[src/rtl/prime_pkg.sv]
// Shared definitions for the sequential prime checker: FSM state encoding and default width.
package prime_pkg;

  localparam int unsigned DefaultWidth = 8;

  typedef enum logic [2:0] {
    StIdle,
    StCheck,
    StDiv,
    StEval,
    StDone
  } state_e;

endpackage

[src/rtl/rem_unit.sv]
// Restoring shift-subtract remainder unit: one quotient bit per cycle, valid WIDTH cycles after start.
module rem_unit #(
  parameter int unsigned WIDTH = prime_pkg::DefaultWidth
) (
  input  logic             clk,
  input  logic             rst,
  input  logic             start,
  input  logic [WIDTH-1:0] dividend,
  input  logic [WIDTH-1:0] divisor,
  output logic [WIDTH-1:0] rem,
  output logic             valid
);

  localparam int unsigned CntW = $clog2(WIDTH + 1);

  logic [WIDTH-1:0] rem_q, rem_d;
  logic [WIDTH-1:0] bits_q, bits_d;
  logic [WIDTH-1:0] div_q, div_d;
  logic [CntW-1:0]  cnt_q, cnt_d;
  logic             run_q, run_d;

  logic [WIDTH-1:0] step_rem, step_bits, step_div;
  logic [WIDTH:0]   shifted;
  logic             ge;
  logic [WIDTH-1:0] rem_next, bits_next;

  // The first step is taken on the start edge itself so valid lands exactly WIDTH cycles later.
  always_comb begin
    step_rem  = start ? '0 : rem_q;
    step_bits = start ? dividend : bits_q;
    step_div  = start ? divisor : div_q;
    shifted   = {step_rem, step_bits[WIDTH-1]};
    ge        = shifted >= {1'b0, step_div};
    // The difference is below the divisor, so only its low WIDTH bits matter.
    rem_next  = ge ? (shifted[WIDTH-1:0] - step_div) : shifted[WIDTH-1:0];
    bits_next = {step_bits[WIDTH-2:0], 1'b0};
  end

  always_comb begin
    rem_d  = rem_q;
    bits_d = bits_q;
    div_d  = div_q;
    cnt_d  = cnt_q;
    run_d  = run_q;
    if (start) begin
      rem_d  = rem_next;
      bits_d = bits_next;
      div_d  = divisor;
      cnt_d  = CntW'(WIDTH - 1);
      run_d  = 1'b1;
    end else if (run_q && (cnt_q != '0)) begin
      rem_d  = rem_next;
      bits_d = bits_next;
      cnt_d  = cnt_q - CntW'(1);
    end else if (run_q) begin
      run_d  = 1'b0;
    end
  end

  always_ff @(posedge clk or posedge rst) begin
    if (rst) begin
      rem_q  <= '0;
      bits_q <= '0;
      div_q  <= '0;
      cnt_q  <= '0;
      run_q  <= 1'b0;
    end else begin
      rem_q  <= rem_d;
      bits_q <= bits_d;
      div_q  <= div_d;
      cnt_q  <= cnt_d;
      run_q  <= run_d;
    end
  end

  assign rem   = rem_q;
  assign valid = run_q && (cnt_q == '0);

endmodule

[src/rtl/prime_checker_seq.sv]
// Sequential primality tester: trial division d = 2, 3, ... while d*d <= A, one remainder per trial.
module prime_checker_seq
  import prime_pkg::*;
#(
  parameter int unsigned WIDTH = DefaultWidth
) (
  input  logic             clk,
  input  logic             rst,
  input  logic             start,
  input  logic [WIDTH-1:0] A,
  output logic             busy,
  output logic             done,
  output logic             is_prime,
  output logic [WIDTH-1:0] factor
);

  state_e           state_q, state_d;
  logic [WIDTH-1:0] a_q, a_d;
  logic [WIDTH-1:0] d_q, d_d;
  logic             prime_q, prime_d;
  logic [WIDTH-1:0] factor_q, factor_d;

  logic             rem_start;
  logic [WIDTH-1:0] rem;
  logic             rem_valid;

  logic [2*WIDTH-1:0] d_sq;
  logic [2*WIDTH-1:0] a_ext;

  assign d_sq  = {{WIDTH{1'b0}}, d_q} * {{WIDTH{1'b0}}, d_q};
  assign a_ext = {{WIDTH{1'b0}}, a_q};

  rem_unit #(
    .WIDTH(WIDTH)
  ) u_rem_unit (
    .clk     (clk),
    .rst     (rst),
    .start   (rem_start),
    .dividend(a_q),
    .divisor (d_q),
    .rem     (rem),
    .valid   (rem_valid)
  );

  always_comb begin
    state_d   = state_q;
    a_d       = a_q;
    d_d       = d_q;
    prime_d   = prime_q;
    factor_d  = factor_q;
    rem_start = 1'b0;
    unique case (state_q)
      StIdle: begin
        if (start) begin
          a_d      = A;
          d_d      = WIDTH'(2);
          prime_d  = 1'b0;
          factor_d = '0;
          state_d  = StCheck;
        end
      end
      StCheck: begin
        if (a_q < WIDTH'(2)) begin
          prime_d  = 1'b0;
          factor_d = '0;
          state_d  = StDone;
        end else if (factor_q != '0) begin
          // A divisor was found in the last EVAL; every run exits from CHECK.
          state_d  = StDone;
        end else if (d_sq > a_ext) begin
          prime_d  = 1'b1;
          factor_d = '0;
          state_d  = StDone;
        end else begin
          rem_start = 1'b1;
          state_d   = StDiv;
        end
      end
      StDiv: begin
        if (rem_valid) begin
          state_d = StEval;
        end
      end
      StEval: begin
        if (rem == '0) begin
          prime_d  = 1'b0;
          factor_d = d_q;
        end else begin
          d_d = d_q + WIDTH'(1);
        end
        state_d = StCheck;
      end
      StDone: begin
        state_d = StIdle;
      end
      default: begin
        state_d = StIdle;
      end
    endcase
  end

  always_ff @(posedge clk or posedge rst) begin
    if (rst) begin
      state_q  <= StIdle;
      a_q      <= '0;
      d_q      <= '0;
      prime_q  <= 1'b0;
      factor_q <= '0;
    end else begin
      state_q  <= state_d;
      a_q      <= a_d;
      d_q      <= d_d;
      prime_q  <= prime_d;
      factor_q <= factor_d;
    end
  end

  assign busy     = (state_q != StIdle);
  assign done     = (state_q == StDone);
  assign is_prime = prime_q;
  assign factor   = factor_q;

endmodule

[config.mk]
export PLATFORM = sky130hd
export DESIGN_NAME = prime_checker_seq
export DESIGN_NICKNAME = d
export VERILOG_FILES = /design/src/rtl/prime_pkg.sv /design/src/rtl/rem_unit.sv /design/src/rtl/prime_checker_seq.sv
export SDC_FILE = /design/constraint.sdc
export NUM_CORES = 1
export LEC_CHECK = 0
export CORE_MARGIN = 2
export CORE_UTILIZATION = 30
export DETAILED_ROUTE_END_ITERATION = 8
export GPL_ROUTABILITY_DRIVEN = 0
export SLEW_MARGIN = 20
export SYNTH_ARGS = -nofsm -noshare
export SYNTH_HDL_FRONTEND = slang
export SYNTH_HIERARCHICAL = 1
export SYNTH_SLANG_ARGS = --single-unit
[constraint.sdc]
create_clock -name clk -period 7.4 [get_ports clk]
set_input_delay 1.48 -clock clk [delete_from_list [all_inputs] [get_ports clk]]
set_output_delay 1.48 -clock clk [all_outputs]
set_load 0.02 [all_outputs]
class_map.png
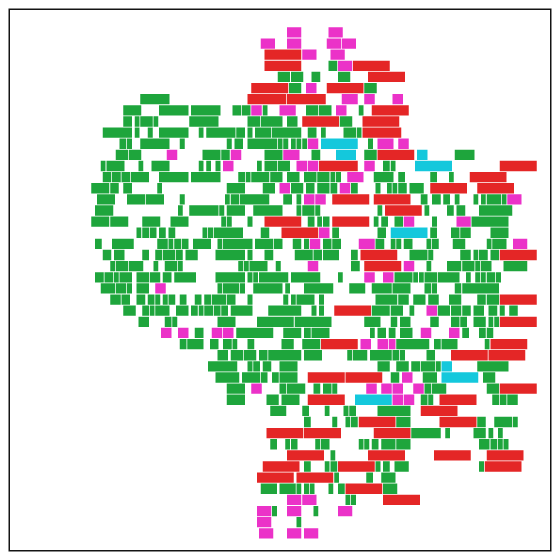
- cyan: clock drivers and dummy loads (cells 8)
- red: registers (cells 56)
- magenta: remaining buffers and delay cells (cells 70)
- green: remaining logic cells (cells 463)

==> out/qor.yml <==
run:
  max_cap_viol_count: 0
  tool_warnings: 30
final_layout:
  fin_area_mm2: 0.00605
  drive_above_1_share: 0.221
  nNetsFinal: 681
  area_growth_pct: 23.1
  diodes: 0
  fin_util: 0.379
cts:
  clockBufferDepth: 2
  cts_tree: "built"
  clk_pin_slew_ps: 70
  cts-root-buf: "clkbuf_16"
  clock_latency_ps: 300
  cts_buffers: 5
  cts-htree-levels: 2
  clock_sinks: 56
logic_synthesis:
  simple_gate_area_frac: 0.183
  syn_avg_cell_area_um2: 9.15
  async_flop_share: 1.00
  yosysWarningCount: 6
  synth-seq-cells: 56
  ys_area_mm2: 0.00491
  synth_area_mm2: 0.00491
  yosys.area_share.aoi: 0.150
  ys_top_logic_family: "adder cells"
  ys_sh_xor: 0.0392
  synth.most_common_cell: "inv_1"
  area_leaders: "dfrtp_1 (29%), ha_1 (12%), fa_1 (11%), inv_1 (5.0%), nand2_1 (3.5%)"
  synth_nets: 622
  edf_count: 0
  yosysTopAreaCell: "dfrtp_1"
  flop_cell: "dfrtp_1"
  synth_cell_types: 70
  yosysCellCount: 537
  ys_seq_share: 0.285
  syn_inst: 537
  synthAdderAreaFrac: 0.228
  ys_sh_mux: 0.0425
  common_cells: "inv_1 (65), dfrtp_1 (56), ha_1 (48), nand2_1 (46), nor2_1 (36)"
  synth_top_area_share: 0.285
floorplan:
  core_area_mm2: 0.0159
  initial_core_util: 0.308
  die_y_um: 132
  die_w_um: 132
  rows: 46
  die_area_mm2: 0.0174
  io-pin-count: 22
placed_design:
  portBuffers: 21
  dpl_cell_area_mm2: 0.00549
  hpwl_um: 9120
global_route:
  grt_util_all_layers: 0.131
  grt_max_degree: 29
  grt-ovfl-total: 0
  grt_pass1_wl_um: 18900
  grt_pass1_vias: 3955
  antenna_found_initial: 0
run_status:
  status: "completed"
setup_path:
  required_ps: 7560
  critPathLaunchType: "register"
  path_buffers: 6
  path_class: "register to register"
  endpoint_kind: "register"
  crit_family: "adder cells"
  worstPathMaxFanout: 6
  worstPathArrival_ps: 7400
  slowest_delay_ps: 550
  slowest_stage: "fa_1"
timing:
  rsz0062_at_grt: "yes"
  slew-limit-headroom: 0.558
  period_used_share: 0.978
  min_period_ps: 7240
  skew_ps: 6.43
  slew_violations: 0
  tightest_slew_ps: 663
  setup_viol: 0
  fmax_ghz: 0.138
  hold_viol_final: 0
  hold_slack_ps: 482
power_and_ir_drop:
  ir_worst_vdd_mv: 0.175
  power.density_mw_per_mm2: 323
  p_leak_nw: 2.81
drt:
  vias_per_cell: 4.88
  num_vias: 3964
  antenna_left: 0
  routedWlPerCell_um: 14.4
  drt-total-wl_um: 11700
  drt_iter0_markers: 156
  drc: 0
  drt-pass1-iter-count: 4
min_path:
  worstHoldPathType: "register to register"
ff_map.png
Bar = 50 µm.
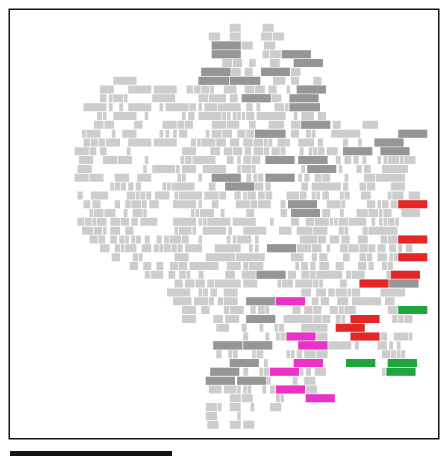
- magenta: u_rem_unit/bits_q (sequential cells 7)
- green: u_rem_unit/cnt_q (sequential cells 4; where bottom right)
- red: u_rem_unit/rem (sequential cells 8)
- not coloured: 37

## metal layers
metal / wire [µm] / part of all wire / GRT usage / up-vias
met5: 0 / 0 / 0 / -
met1: 5240 / 0.45 / 0.166 / 1937
met2: 6070 / 0.52 / 0.234 / 66
li1: - / - / - / 1948
met3: 242 / 0.021 / 0.0127 / 13
met4: 178 / 0.015 / 0.0423 / 0
## cells in the final DEF, fill, tap and decap left out, drive strengths merged, types with 4 or more instances in the layout
cell type and instances:
fa 26, nand3 8, nor4 8, a21o 4
and3 4, a211oi 4, inv 68, o21ai 38
nand2 47, xnor2 15, and2 19, nor2 39
ha 48, mux2 4, nor3 7, buf 49
a22o 9, xor2 7, a21oi 28, clkdlybuf4s50 21
o211ai 4, mux2i 16, clkbuf 6, dfrtp 56
nor2b 15
## registers in the layout (all words and copies together) (netlist names)
register,cells
u_rem_unit/run_q,1
u_rem_unit/bits_q,7
state_q,3
u_rem_unit/cnt_q,4
u_rem_unit/div_q,8
a_q,8
factor,8
d_q,8
is_prime,1
u_rem_unit/rem,8
## worst reg2reg max path: cells and delay by family (launching register included)
kind                     cells  cell delay, ps
multiplexers                 1             240
flip-flops                   1             440
adder cells (fa/ha/maj)      7            2830
AND-OR/OR-AND               10            1260
AND/OR/NAND/NOR              6            1370
XOR/XNOR                     3             470
buffers and inverters        6             460
## timing repair
| item | 4_1_cts | 5_1_grt |
|---|---|---|
| hold buffers | 0 | 0 |
| gates resized | 11 | 53 |
| pin swaps | 4 | 29 |
| setup buffers | 5 | 17 |
| gates cloned | 0 | 1 |
| endpoints found under the setup margin | 4 | 8 |
## cell families (layout without fill, tap and decap cells)
logic type | after synthesis | after routing
buffers and inverters | 86 | 146
AOI/OAI and AO/OA | 111 | 111
xor gates and xnor gates | 22 | 22
DFF | 56 | 56
muxes | 20 | 20
adders and majority gates | 74 | 74
and+or+nand+nor | 168 | 168
## layout make-up
| cell class | count | area [µm²] |
|---|---|---|
| multi-input cells | 395 | 3360 |
| clock buffers | 6 | 139 |
| fillers | 1595 | 9900 |
| inverters | 68 | 255 |
| repair buffers | 70 | 598 |
| flip-flops and latches | 56 | 1410 |
| well taps | 216 | 270 |
| clock inverters | 2 | 15.0 |
## power breakdown
part / internal (mW) / switching, mW
logic: 0.563 / 0.642
registers: 0.410 / 0.0944
clock network: 0.135 / 0.111
## through the flow
stage                     total power [mW]  std cells  setup slack (ps)  TNS [ps]
after CTS                             1.84        795              1.61         0
after global placement                1.53        782              77.7         0
after detailed placement              1.56        782              -177      -261
final                                 1.96        813               164         0
after floorplan                       1.28        537              83.1         0
after global routing                  2.11        813              -143      -260
## worst paths after layout
check | slack (ps) | start | end | cells past startpoint
hold reg to reg | 480 | a_q[5] | u_rem_unit/bits_q[6] | 2
hold / removal | 480 | a_q[5] | u_rem_unit/bits_q[6] | 2
max in group asynchronous | 5330 | rst | d_q[2] | 2
setup reg to reg | 160 | d_q[2] | u_rem_unit/rem[6] | 33
min in group asynchronous | 1610 | rst | u_rem_unit/bits_q[4] | 2
setup / recovery | 160 | d_q[2] | u_rem_unit/rem[6] | 33
Power is estimated from default activity; no workload was simulated.
